==> src/rtl/alu_seq_pkg.sv <==
// Shared types and constants for the alu_seq command sequencer.
package alu_seq_pkg;

    localparam int ALU_SEQ_WIDTH = 16;
    localparam int ALU_SEQ_SEL_W = 2;

    localparam logic [1:0] ALU_SEL_LAST = 2'd3;

    typedef enum logic [1:0] {
        IDLE  = 2'd0,
        DRIVE = 2'd1,
        RESP  = 2'd2
    } alu_seq_state_e;

endpackage

==> src/rtl/alu_seq.sv <==
// Valid/ready command sequencer driving an external combinational ALU, with opcode sweep mode.
// Optional response counter output enabled by defining ALU_SEQ_STATS_EN.
//
// state | meaning
// IDLE  | ready for a command; A/B/ALU_Sel hold their previous values
// DRIVE | ALU inputs stable for one cycle; result captured at its end
// RESP  | response held until rsp_ready; sweeps step ALU_Sel and return to DRIVE
module alu_seq
    import alu_seq_pkg::*;
#(
    parameter int WIDTH = ALU_SEQ_WIDTH,
    parameter int SEL_W = ALU_SEQ_SEL_W
) (
    input  logic             clk,
    input  logic             rst_n,
    input  logic             cmd_valid,
    output logic             cmd_ready,
    input  logic [WIDTH-1:0] cmd_a,
    input  logic [WIDTH-1:0] cmd_b,
    input  logic [SEL_W-1:0] cmd_sel,
    input  logic             cmd_sweep,
    output logic [WIDTH-1:0] A,
    output logic [WIDTH-1:0] B,
    output logic [SEL_W-1:0] ALU_Sel,
    input  logic [WIDTH-1:0] ALU_Out,
    output logic             rsp_valid,
    input  logic             rsp_ready,
    output logic [WIDTH-1:0] rsp_data,
    output logic [SEL_W-1:0] rsp_sel,
    output logic             rsp_last,
    output logic             busy
`ifdef ALU_SEQ_STATS_EN
    ,
    output logic [15:0]      rsp_count
`endif
);

    alu_seq_state_e   state_q, state_d;
    logic [WIDTH-1:0] a_q, a_d, b_q, b_d;
    logic [SEL_W-1:0] sel_q, sel_d;
    logic             sweep_q, sweep_d;
    logic             rsp_valid_q, rsp_valid_d;
    logic [WIDTH-1:0] rsp_data_q, rsp_data_d;
    logic [SEL_W-1:0] rsp_sel_q, rsp_sel_d;
    logic             rsp_last_q, rsp_last_d;
    logic             cmd_ready_q, cmd_ready_d;
    logic             busy_q, busy_d;
    logic             rsp_hs;

    assign rsp_hs = (state_q == RESP) && rsp_valid_q && rsp_ready;

    always_comb begin
        state_d     = state_q;
        a_d         = a_q;
        b_d         = b_q;
        sel_d       = sel_q;
        sweep_d     = sweep_q;
        rsp_valid_d = rsp_valid_q;
        rsp_data_d  = rsp_data_q;
        rsp_sel_d   = rsp_sel_q;
        rsp_last_d  = rsp_last_q;
        case (state_q)
            IDLE: begin
                if (cmd_valid) begin
                    a_d     = cmd_a;
                    b_d     = cmd_b;
                    sel_d   = cmd_sweep ? '0 : cmd_sel;
                    sweep_d = cmd_sweep;
                    state_d = DRIVE;
                end
            end
            DRIVE: begin
                rsp_data_d  = ALU_Out;
                rsp_sel_d   = sel_q;
                rsp_last_d  = !sweep_q || (sel_q == SEL_W'(ALU_SEL_LAST));
                rsp_valid_d = 1'b1;
                state_d     = RESP;
            end
            RESP: begin
                if (rsp_hs) begin
                    rsp_valid_d = 1'b0;
                    if (rsp_last_q) begin
                        state_d = IDLE;
                    end else begin
                        // Sweep ends at ALU_SEL_LAST, so this never wraps.
                        sel_d   = sel_q + SEL_W'(1);
                        state_d = DRIVE;
                    end
                end
            end
            default: state_d = IDLE;
        endcase
        cmd_ready_d = (state_d == IDLE);
        busy_d      = (state_d != IDLE);
    end

    always_ff @(posedge clk or negedge rst_n) begin
        if (!rst_n) begin
            state_q     <= IDLE;
            a_q         <= '0;
            b_q         <= '0;
            sel_q       <= '0;
            sweep_q     <= 1'b0;
            rsp_valid_q <= 1'b0;
            rsp_data_q  <= '0;
            rsp_sel_q   <= '0;
            rsp_last_q  <= 1'b0;
            cmd_ready_q <= 1'b1;
            busy_q      <= 1'b0;
        end else begin
            state_q     <= state_d;
            a_q         <= a_d;
            b_q         <= b_d;
            sel_q       <= sel_d;
            sweep_q     <= sweep_d;
            rsp_valid_q <= rsp_valid_d;
            rsp_data_q  <= rsp_data_d;
            rsp_sel_q   <= rsp_sel_d;
            rsp_last_q  <= rsp_last_d;
            cmd_ready_q <= cmd_ready_d;
            busy_q      <= busy_d;
        end
    end

    assign A         = a_q;
    assign B         = b_q;
    assign ALU_Sel   = sel_q;
    assign rsp_valid = rsp_valid_q;
    assign rsp_data  = rsp_data_q;
    assign rsp_sel   = rsp_sel_q;
    assign rsp_last  = rsp_last_q;
    assign cmd_ready = cmd_ready_q;
    assign busy      = busy_q;

`ifdef ALU_SEQ_STATS_EN
    logic [15:0] rsp_count_q, rsp_count_d;

    always_comb begin
        rsp_count_d = rsp_count_q;
        if (rsp_hs && (rsp_count_q != 16'hFFFF)) begin
            rsp_count_d = rsp_count_q + 16'd1;
        end
    end

    always_ff @(posedge clk or negedge rst_n) begin
        if (!rst_n) begin
            rsp_count_q <= '0;
        end else begin
            rsp_count_q <= rsp_count_d;
        end
    end

    assign rsp_count = rsp_count_q;
`endif

endmodule

==> config.mk <==
export PLATFORM = sky130hd
export DESIGN_NAME = alu_seq
export DESIGN_NICKNAME = d
export VERILOG_FILES = /design/src/rtl/alu_seq_pkg.sv /design/src/rtl/alu_seq.sv
export SDC_FILE = /design/constraint.sdc
export NUM_CORES = 1
export LEC_CHECK = 0
export CAP_MARGIN = 20
export CORE_AREA = 2 2 77 57
export DETAILED_ROUTE_END_ITERATION = 10
export DIE_AREA = 0 0 79 59
export DONT_BUFFER_PORTS = 1
export HOLD_SLACK_MARGIN = 0.15
export PLACE_DENSITY = 0.79
export SLEW_MARGIN = 20
export SYNTH_ARGS = -nofsm -noshare
export SYNTH_HDL_FRONTEND = slang
export SYNTH_SLANG_ARGS = --single-unit
==> constraint.sdc <==
create_clock -name clk -period 2.1 [get_ports clk]
set_input_delay 0.42 -clock clk [delete_from_list [all_inputs] [get_ports clk]]
set_output_delay 0.42 -clock clk [all_outputs]
set_load 0.005 [all_outputs]
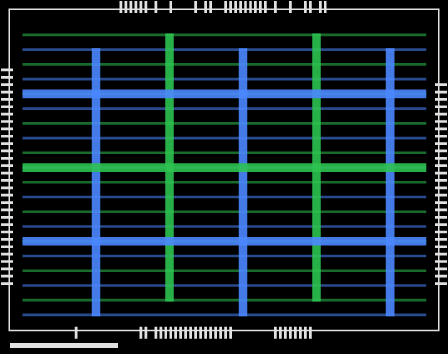
Run 1: power grid
The bar under the picture is 20 um long. Pins as bars on the die edge.
color	net
blue	VSS
green	VDD
rows	19
signal pins	111
met4 straps	5
met1 rails	20
met5 straps	3
die height: 59 um
maximum vdd drop: 901 uV
Core Region: 3850 um2

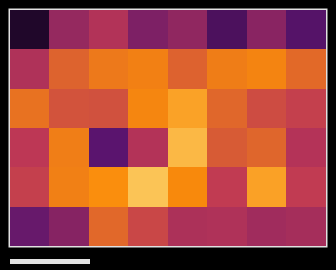
Run 1: cell area per tile
The bar under the picture is 20 um long. The die is cut into 8 by 6 equal tiles; black is low, pale yellow is high, 0 to 100% covered.
mean over tiles	55%
tiles over 75% full	10%
fullest tile	87%
Pre-Place Util: 0.593
post-layout util: 0.681

==> flow_summary.json, run 1 <==
{
  "routedWlPerCell_um": 19.0,
  "dpl_cell_area_um2": 2330,
  "numCtsBuffers": 9,
  "top_area_cell": "dfrtp_1",
  "warnings": 26,
  "vias_per_cell": 5.62,
  "yosysMostFrequentCell": "dfrtp_1",
  "io_pins": 111,
  "clk_latency_ns": 0.33,
  "place_inst": 192,
  "finalWeightedCongestion": 0.731,
  "nFillCells": 269,
  "rrSetupSlack_ns": 0.52,
  "finalClockPeriodUsage": 0.753,
  "ys_ff": 59,
  "cp_cell_sequence": "nor3b_4 -> buf_4 -> mux2_2",
  "die_area_um2": 4660,
  "grt_max_degree": 60,
  "end_kind": "flop",
  "leakage_nw": 1.12,
  "fmax_mhz": 632,
  "synthFlopType": "dfrtp_1",
  "grt_pass1_vias": 1329,
  "ys_area_um2": 2280,
  "tightest_slew_ns": 0.421,
  "synth_cell_types": 24,
  "hold_viol": 0,
  "rsz0062_at_grt": "false",
  "criticalPathCategory": "reg -> reg",
  "cts_setup_buffers": 0,
  "dp_hpwl_um": 2900,
  "yosysTopAreaCellShare": 0.635,
  "vias": 1181,
  "grt_pass1_wl_um": 6240,
  "yosys_cells": 143,
  "ys_async_sr_fraction": 1.00,
  "status": "finished, final reports clean",
  "hold_slack_ns": 0.227
}
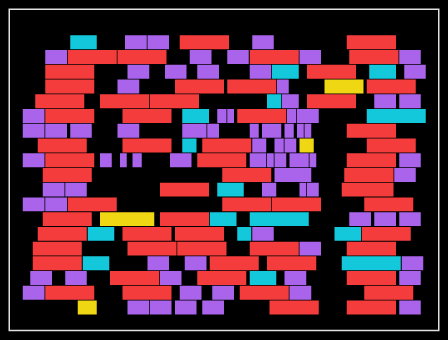
Run 1: cell classes on the final placement
color	class	cells	share of their area
yellow	remaining buffers and delay cells	4	2.5%
red	sequential cells	59	58%
cyan	clock drivers and dummy loads	16	9.8%
purple	combinational and other logic	79	30%
# rows: 19
final instance area: 2620 um2
register share of the cell area: 0.564

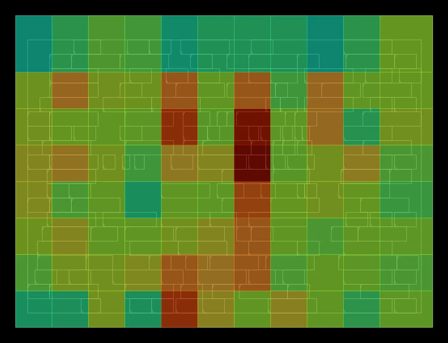
Run 1: routing congestion
met1 Resource Use GR: 0.193
Total GRT Usage: 0.188
GR Layer Usage met3: 0.133
Most Crowded Layer GR: met2

run 1: where the power goes:
| part | switching [W] | leakage, nW | total (W) | internal, W |
|---|---|---|---|---|
| combinational | 0.000393 | 0.318 | 0.00106 | 0.000665 |
| clock | 0.000429 | 0.115 | 0.00125 | 0.000819 |
| sequential | 0.000486 | 0.691 | 0.00222 | 0.00174 |
| total | 0.00131 | 1.12 | 0.00453 | 0.00322 |
run 1: cells by family (layout without fill, tap and decap cells):
logic type,after synthesis,after routing,synth area share
DFF,59,59,0.647
muxes,51,51,0.251
buffers and inverters,7,22,0.0225
AOI/OAI and AO/OA,8,8,0.0257
adders and majority gates,1,1,0.00548
and+or+nand+nor,17,17,0.0482
run 1: cell usage in the layout, fill, tap and decap left out:
master         count
dfrtp_1           58
mux2_2            48
clkbuf_8          10
nor2b_1            4
nand2_1            3
mux2_1             3
o21ai_0            3
bufinv_16          3
clkinvlp_4         3
nor2_1             2
inv_1              2
nor3_1             2
and3b_1            1
nor3b_4            1
a21o_1             1
nand2b_1           1
a21bo_2            1
or2_2              1
o221a_2            1
a21oi_1            1
nor3b_1            1
nor4b_1            1
a311o_1            1
ha_1               1
dfstp_2            1
buf_16             1
dlygate4sd3_1      1
buf_12             1
buf_4              1
run 1: metal layers:
layer  up-vias  share of wire  global-route usage  wire length, um
met5         -              0                   0                0
met4         0          0.012              0.0739               48
met3         7           0.12               0.133              485
met2        70           0.49               0.301             1970
met1       582           0.37               0.193             1480
li1        522              -                   -                -
run 1: stage by stage:
step           worst slack, ns  total power, W
3_3_place_gp             0.586         0.00320
5_1_grt                  0.434         0.00481
6_report                 0.518         0.00453
2_1_floorplan            0.651         0.00302
3_5_place_dp             0.527         0.00331
4_1_cts                  0.521         0.00460
run 1: path summary, 6_finish.rpt:
check	end	cells after the start	startpoint
setup reg to reg	B[6]	3	state_q[1]
hold / removal	rsp_data[13]	1	ALU_Out[13]
hold reg to reg	sweep_q	1	sweep_q
min in group asynchronous	B[11]	2	rst_n
setup / recovery	B[6]	3	state_q[1]
max in group asynchronous	cmd_ready	2	rst_n
run 1: layout make-up:
type,count,share of cell area
clock buffers,10,0.0525
clock inverters,6,0.0430
inverters,2,0.00286
multi-input cells,77,0.288
flip-flops and latches,59,0.564
well taps,52,0.0248
repair buffers,4,0.0248
run 1: worst register-to-register path, cell delays in order (launching register included):
cell and delay [ns]:
dfrtp_1 0.45, nor3b_4 0.21, buf_4 0.39, mux2_2 0.41
run 1: flip-flops by register name, indices dropped and copies added (netlist names):
register	flops
state_q	2
A	16
B	16
rsp_sel	2
sweep_q	1
rsp_last	1
rsp_data	16
rsp_valid	1
busy	1
ALU_Sel	2
cmd_ready	1
==> run 2, diff against run 1 <==
==> constraint.sdc (replaced) <==
create_clock -name clk -period 1.5 [get_ports clk]
set_input_delay 0.3 -clock clk [delete_from_list [all_inputs] [get_ports clk]]
set_output_delay 0.3 -clock clk [all_outputs]
set_load 0.005 [all_outputs]
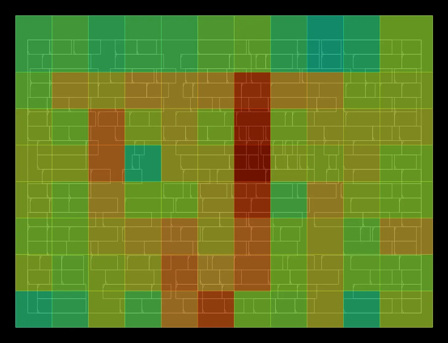
Run 2: routing congestion
post-layout util: 0.794
Total GRT Usage: 0.220
Routed WL per cell: 18.5 um

==> run 2 against run 1 <==
The run now ends with hold timing left. Combinational power is 58% higher. Die area stayed put. Maximum frequency is 10% higher. Area after synthesis stayed put. First-iteration DRC count is 17% higher. Power is 39% higher. Via count is 20% higher. Non-clock buffer count is 49 higher. Sequential cell count stayed put. Critical path depth stayed put. Highest routed layer unchanged. Final area is 17% higher. Sequential power is 41% higher.
==> flow_summary.json, run 2 <==
{
  "violations": "hold timing",
  "hold_slack_ns": -0.346,
  "rrSetupSlack_ns": 0.06,
  "swShare": 0.299,
  "p_total_w": 0.00630,
  "grt_max_degree": 60,
  "cts_setup_buffers": 0,
  "ys_ff": 59,
  "top_area_cell": "dfrtp_1",
  "warnings": 28,
  "clkPwrFrac": 0.239,
  "crit_start": "state_q[1]",
  "dpl_cell_area_um2": 2350,
  "tightest_slew_ns": 0.305,
  "critPathCapture": "A[0]",
  "yosysTopAreaCellShare": 0.635,
  "vias_per_cell": 5.48,
  "die_area_um2": 4660,
  "synth_cell_types": 24,
  "yosysMostFrequentCell": "dfrtp_1",
  "finalInstanceArea_um2": 3060,
  "intPower_w": 0.00441,
  "status": "finished, violations left",
  "dp_hpwl_um": 2910,
  "p_sw_w": 0.00188,
  "leakage_nw": 1.32,
  "lay_top_count": "dfrtp_1",
  "dp_slack_ns": 0.0562,
  "rsz0062_at_grt": "false",
  "grt_pass1_vias": 1556,
  "ys_async_sr_fraction": 1.00,
  "end_kind": "flop",
  "maxSlewViolCount": 0,
  "clk_latency_ns": 0.33,
  "hold_viol": 59,
  "p_comb_frac": 0.265,
  "finalWorstSetupSlack_ns": 0.0634,
  "core-area_um2": 3850,
  "io_pins": 111,
  "synthFlopType": "dfrtp_1",
  "fmax_mhz": 696,
  "timing.rr.start": "state_q[1]",
  "vias": 1419,
  "rr_worst_depth": 3,
  "initial_utilization": 0.593,
  "numCtsBuffers": 9,
  "finalWeightedCongestion": 0.835,
  "grt_pass1_wl_um": 7350,
  "r2r-end": "A[0]",
  "nFillCells": 223
}
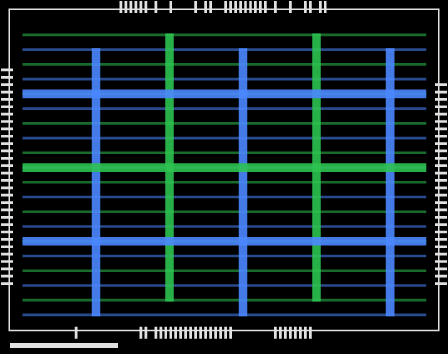
Run 2: power grid
The bar under the picture is 20 um long. Pins as bars on the die edge.
Die X: 79 um
maximum vdd drop: 1170 uV

## run 2: cell counts after synthesis
Identical to the previous run, type by type.
## run 2: worst min-delay path by stage
stage	end	depth (start not counted)
after floorplan	ALU_Sel[0]	0
after global placement	A[4]	0
after detailed placement	A[4]	0
after CTS	B[11]	0
after global routing	B[11]	0
final	A[4]	0
## run 2: critical path, stage by stage, from the launching register on
cell and delay, ns:
dfrtp_1 0.46, nor3b_4 0.27, buf_6 0.22, mux2_2 0.36
## run 2: cell families after synthesis
kind of cell	count (synthesis)	synth area share
fa+ha+maj	1	0.00548
simple gates	17	0.0482
buf+inv	7	0.0225
compound gates	8	0.0257
mux	51	0.251
flops	59	0.647
## run 2: routing by layer
layer | vias up | track usage | routed length, um
li1 | 621 | - | -
met3 | 8 | 0.125 | 468
met5 | - | 0 | 0
met2 | 77 | 0.378 | 2480
met4 | 0 | 0.0887 | 71
met1 | 713 | 0.226 | 1790
## run 2: power by group through the flow
stage / sequential (W) / combinational (W) / clock [W]
after global placement: 0.00311 / 0.00141 / 0
after floorplan: 0.00295 / 0.00129 / 0
after detailed placement: 0.00313 / 0.00153 / 0
final: 0.00312 / 0.00167 / 0.00151
after global routing: 0.00322 / 0.00182 / 0.00161
after CTS: 0.00312 / 0.00163 / 0.00153
## run 2: timing repair
action                                  in CTS  in global routing
gates resized                                0                  3
endpoints found under the setup margin       0                 21
hold endpoints to repair                   108                 59
## run 2: cell type report
type / instances / area, um2 / share of cell area
Timing Repair Buffer: 53 / 544 / 0.178
Multi-Input combinational cell: 77 / 756 / 0.247
Sequential cell: 59 / 1480 / 0.483
Tap cell: 52 / 65.1 / 0.0213
Clock buffer: 10 / 128 / 0.0417
Inverter: 2 / 7.51 / 0.00245
Clock inverter: 6 / 80.1 / 0.0262
## run 2: stage by stage
stage | hold slack, ns | cells
after floorplan | 0.00441 | 143
after global placement | 0.00536 | 194
after detailed placement | 0.00517 | 194
after CTS | -0.364 | 259
after global routing | -0.376 | 259
final | -0.346 | 259
==> run 3, diff against run 2 <==
==> constraint.sdc (replaced) <==
create_clock -name clk -period 1.5 [get_ports clk]
set_input_delay 0.45 -clock clk [delete_from_list [all_inputs] [get_ports clk]]
set_output_delay 0.45 -clock clk [all_outputs]
set_load 0.005 [all_outputs]
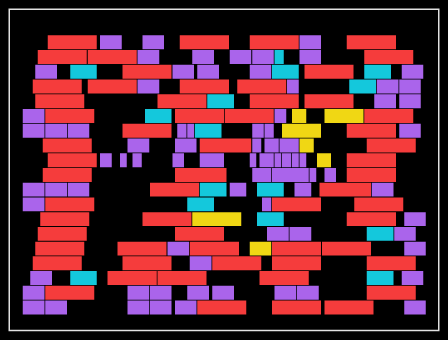
Run 3: cell classes on the final placement
color	class	cells	share of their area
cyan	clock drivers and dummy loads	15	7.8%
yellow	remaining buffers and delay cells	7	3.9%
purple	combinational and other logic	79	30%
red	sequential cells	59	58%
final instance area: 2610 um2
post-layout util: 0.676
register share of the cell area: 0.568

==> run 3 against run 2 <==
The flow still finishes with violations (hold timing). Hold slack improved by 0.16 ns. Area after synthesis stayed put. Worst setup slack worse by 0.017 ns. Die area is the same. Combinational power fell by 2%. Power shrank 3.2%. Sequential share of layout area grew 8.5 points. Sequential cell count did not move. Synthesized cell count stayed put. Critical path type unchanged. Routed wire length shrank 12%.
==> flow_summary.json, run 3 <==
{
  "status": "finished, violations left",
  "violations": "hold timing",
  "hold_viol": 59,
  "tightest_slew_ns": 0.298,
  "ys_ff": 59,
  "top_logic_kind": "multiplexers",
  "grt_pass1_wl_um": 6270,
  "hold_slack_ns": -0.184,
  "peakVddDrop_uv": 1360,
  "core-area_um2": 3850,
  "clk_latency_ns": 0.32,
  "dp_slack_ns": 0.0514,
  "p_total_w": 0.00610,
  "ys_sh_adder": 0.00548,
  "initial_utilization": 0.593,
  "yosysMostFrequentCell": "dfrtp_1",
  "grt_pass1_vias": 1273,
  "ys_async_sr_fraction": 1.00,
  "cp_cell_sequence": "nor3b_4 -> buf_4 -> clkbuf_16 -> mux2_2",
  "lay_top_count": "dfrtp_1",
  "numCtsBuffers": 9,
  "cp_slowest_cell": "dfrtp_2",
  "yosysTopAreaCellShare": 0.635,
  "grt_util_met1": 0.221,
  "dp_hpwl_um": 2890,
  "die_area_um2": 4660,
  "io_pins": 111,
  "maxSlewViolCount": 0,
  "fmax_mhz": 688,
  "rrSetupSlack_ns": 0.05
}
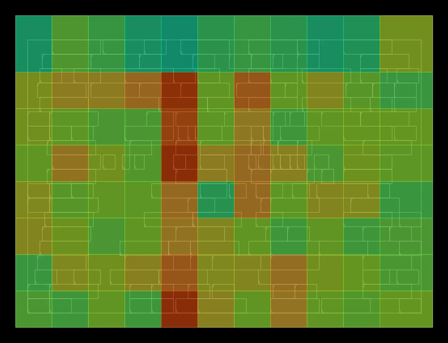
Run 3: routing congestion
Routed WL per cell: 19.9 um
Total GRT Usage: 0.188
GR Layer Usage met3: 0.125

==> run 3: cell types whose count changed in the layout (fill, tap and decap cells not counted) <==
cell	before	now
dlygate4sd3_1	49	0
buf_12	1	2
dfrtp_1	58	56
dfrtp_2	0	2
clkbuf_1	1	0
buf_4	1	3
buf_8	1	0
clkbuf_8	9	14
clkbuf_16	0	1
clkinv_2	4	1
bufinv_16	2	0
==> run 3: cells by family (layout without fill, tap and decap cells) <==
| logic type | after synthesis | count (layout) |
|---|---|---|
| flip-flops | 59 | 59 |
| multiplexers | 51 | 51 |
| AND/OR/NAND/NOR | 17 | 17 |
| AND-OR/OR-AND | 8 | 8 |
| buffers and inverters | 7 | 24 |
| adder cells (fa/ha/maj) | 1 | 1 |
==> run 3: final cells by class <==
class	instances	area, um2
Sequential cell	59	1480
Fill cell	259	1250
Multi-Input combinational cell	77	756
Clock buffer	14	193
Timing Repair Buffer	7	98.8
Tap cell	52	65.1
Inverter	2	7.51
Clock inverter	1	5.00
==> run 3: worst reg2reg max path: cells and delay by family (launching register included) <==
family	cells	cell delay, ns
buf+inv	2	0.32
mux	1	0.34
simple gates	1	0.22
flops	1	0.46
==> run 3: through the flow <==
step	area (um2)	hold slack (ns)	cells
2_1_floorplan	2280	0.154	143
3_3_place_gp	2350	0.155	193
3_5_place_dp	2350	0.155	193
4_1_cts	2550	-0.209	208
5_1_grt	2610	-0.221	212
6_report	2610	-0.184	212
==> run 3: power breakdown <==
group          internal, W  total, W  switching [W]
logic              0.00104   0.00163       0.000589
registers          0.00244   0.00312       0.000675
clock network     0.000813   0.00135       0.000538
total              0.00430   0.00610        0.00180
==> run 3: layer usage <==
metal / vias up / wire length (um) / share of wire
li1: 525 / - / -
met1: 603 / 1700 / 0.40
met2: 70 / 2060 / 0.49
met3: 2 / 458 / 0.11
met4: 0 / 8 / 0.0019
met5: - / 0 / 0
==> run 3: final timing paths <==
path                       startpoint  cells after the start        end
setup / recovery           state_q[0]                      4      B[10]
hold / removal                  rst_n                      0       A[3]
setup reg to reg           state_q[0]                      4      B[10]
hold reg to reg               sweep_q                      1    sweep_q
max in group asynchronous       rst_n                      0  cmd_ready
min in group clk             cmd_a[2]                      1       A[2]
==> run 3: repair_timing <==
item	4_1_cts	5_1_grt
setup buffers	0	2
hold endpoints to repair	59	59
resized	0	2
endpoints found under the setup margin	0	4

==> notes/layouts.md <==
Pictures saved along the way, in no particular order.

Port wiring.
The bar under the picture is 20 um long.
image #1
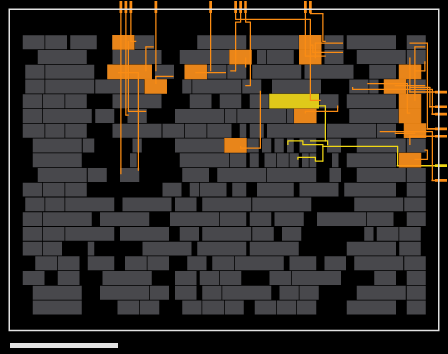
image #2
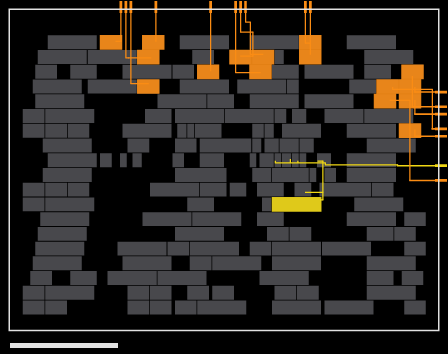
Run 2 is image #1.
Run 3 is image #2.

Power figures rest on the tool's default switching activity, not on a simulated workload.
